==> config.mk <==
export PLATFORM = sky130hd
export DESIGN_NAME = nn_feeder_flat
export DESIGN_NICKNAME = d
export VERILOG_FILES = /design/src/rtl/nn_feeder_if.sv /design/src/rtl/nn_feeder.sv /design/src/flat_wrapper.sv
export SDC_FILE = /design/constraint.sdc
export NUM_CORES = 1
export LEC_CHECK = 0
export CORE_UTILIZATION = 25
export DETAILED_ROUTE_END_ITERATION = 10
export GPL_TIMING_DRIVEN = 0
export PLACE_DENSITY = 0.43
export SETUP_SLACK_MARGIN = 0.4
export SLEW_MARGIN = 20
export SYNTH_ARGS = -nofsm -noshare
export SYNTH_HDL_FRONTEND = slang
export SYNTH_SLANG_ARGS = --single-unit
==> constraint.sdc <==
create_clock -name clk -period 8.75 [get_ports clk]
set_input_delay 2.625 -clock clk [delete_from_list [all_inputs] [get_ports clk]]
set_output_delay 2.625 -clock clk [all_outputs]
set_load 0.02 [all_outputs]
**PDN straps and rails**

Pins as bars on the die edge. Tap cells in gray.
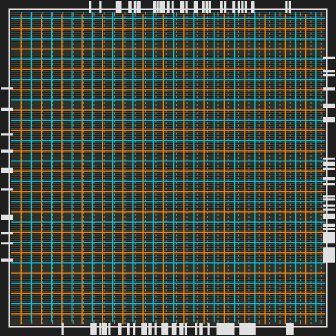
[VDD] cyan
[VSS] orange
tap cells: 2325
met1 rails: 154
met4 straps: 30
met5 straps: 30
signal pins: 212
Core Region: 175000 sq um
die y size: 422 um
DIE WIDTH: 422 um
Max VDD drop: 0.205 mV

**Placement by cell class**

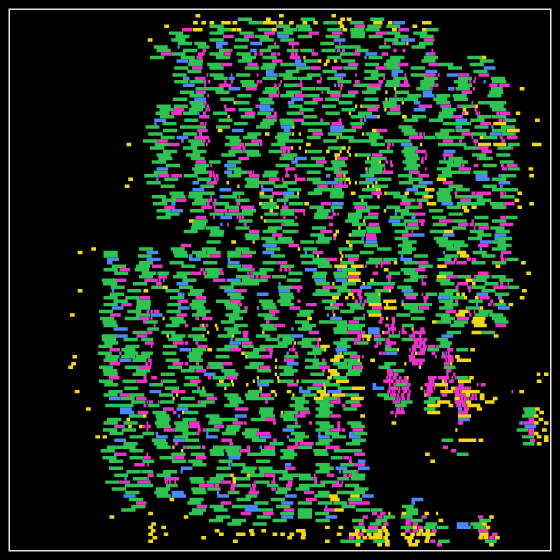
[all other logic] magenta | cells: 938 | share of their area: 19%
[other buffers and delay cells] yellow | cells: 442 | share of their area: 8.3%
[clock drivers and dummy loads] blue | cells: 226 | share of their area: 7.8%
[flip-flops] green | cells: 1142 | share of their area: 65%
cell area after layout: 55000 sq um
fraction of area in registers: 61.3%
row count: 153
Core Util, Final: 31.5%

**Routed clock nets over the placement**

Scale bar: 100 um.
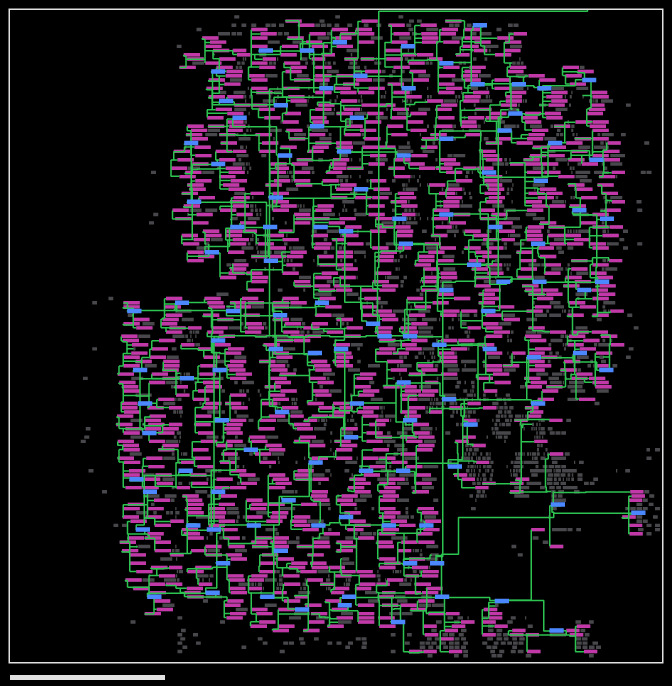
[clock wires] green | length: 14600 um
[flip-flops] magenta | count: 1142
[cells driving clock nets] blue | count: 119
routed clock nets: 120
power in the clock group: 5.23 mW
clk_lat worst skew: 760 ps
clk_skew: 32.0 ps

**Signal wires by layer**

Scale bar: 100 um.
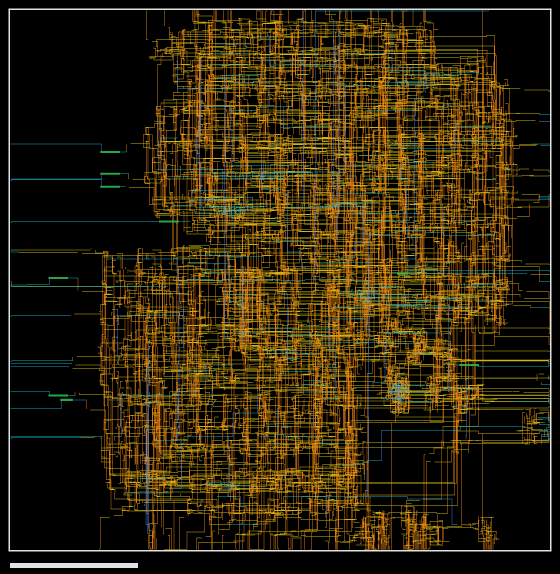
[met2] orange | wire length: 65.8 mm
[met3] cyan | wire length: 6590 um
[met1] yellow | wire length: 56.1 mm
[met5] green | wire length: 112 um
[met4] blue | wire length: 3280 um
routed len/inst: 26.0 um
Total GRT Usage: 14.7%
drt total wl: 132 mm
vias after detailed routing: 23.5k

==> notes.md <==
fresh numbers from the pnr run: # fillers 16.9k, chip area in the Yosys report 44100 sq um, and+or+nand+nor area frac 3.85%, via/cell ratio 4.63, Post-synth seq share 76.4%, setup bufs post-CTS 0, top cells, area edfxtp_1, mux4_2, dfrtp_1, XOR/XNOR Fraction of Synth Area 0.258%, Slew @ Worst Pin 1150 ps, Syn-to-layout area delta 24.7%, Crit Path Max Fanout 10, ys async rst share 10.3%, CP top delay family buffers and inverters, cts hold-fix bufs 0, vias in the first global route 25.1k, RSZ-0062 raised after global routing false, grt met2 use 25.2%, CP cell instances clkdlybuf4s50_1, nor4_2, mux2i_1, o32ai_4, buf_8, clkbuf_1, o31ai_1, Worst path depth 7, Yosys Instances 2213, CTS tree done, NumNets Final 2761, first-pass GRT wire length 188 mm, post-synth cell types 51, final setup fails 0, CTS H-tree lvls 3, CP max stage delay 820 ps, met1 WL 56.1 mm, DRT iter0 DRCs 1782, post-CTS sizing 0, clk slew on worst S/H paths 60 ps, Remaining DRCs 0, CP Data Required Time 9390 ps, Ys Warns 0, OpenROAD warning count 30, Port Buf Inserts 211, HPWL after DPL 91.4 mm, WP data arrival 5950 ps, Crit-path slowest cell mux2i_1, status finished, final reports clean, DRT antenna net count 0, FF+latch count, synth 1142
==> cell usage after synthesis (3+ instances only) <==
library cell / count
edfxtp_1: 1024
mux4_2: 257
nand2_1: 171
dfrtp_1: 118
clkbuf_1: 74
o22ai_1: 63
nand3_1: 49
nor2_1: 48
a21oi_1: 47
o31ai_1: 46
buf_2: 42
or3_1: 39
mux2_2: 32
o41ai_1: 29
and3_1: 28
a211oi_1: 27
nor3_1: 13
buf_1: 11
inv_1: 10
o21ai_0: 10
ha_1: 8
xnor2_1: 8
buf_4: 6
nand2b_1: 6
nand4_1: 5
xor2_1: 5
a31oi_1: 4
o211ai_1: 3
==> cell type report <==
| class | count | share of cell area [%] |
|---|---|---|
| Antenna cell | 6 | 0.0273 |
| Buffer | 133 | 1.05 |
| Clock buffer | 157 | 6.01 |
| Clock inverter | 69 | 1.39 |
| Inverter | 11 | 0.0888 |
| Multi-Input combinational cell | 927 | 18.0 |
| Sequential cell | 1142 | 61.3 |
| Tap cell | 2325 | 5.29 |
| Timing Repair Buffer | 309 | 6.84 |
==> worst reg2reg max path: stages (launching register included) <==
cell and delay [ps]:
dfrtp_1 470, ha_1 320, nand3b_1 640, nand2_1 600, nand3_1 670, clkbuf_1 860, o22ai_1 180, o41ai_1 410
==> power breakdown <==
part	internal, mW	leakage, nW	switching [mW]
Clock	3.05	1.98	2.18
Sequential	6.28	10.7	0.264
Combinational	1.98	4.82	2.87
Total	11.3	17.5	5.31
==> stage by stage <==
step            TNS, ps  cell area [sq um]  setup WS, ps  util, %  power (mW)
3_5_place_dp          0              50900          2730     29.1        11.6
2_1_floorplan         0              44100           763        -        9.41
5_1_grt               0              55000          3310     31.5        17.3
4_1_cts               0              55000          3490     31.5        16.9
3_3_place_gp   -3187860              49100         -6440     28.1        11.5
6_report              0              55000          3440     31.5        16.6
No activity file was given, so power comes from the tool's default toggle rates.
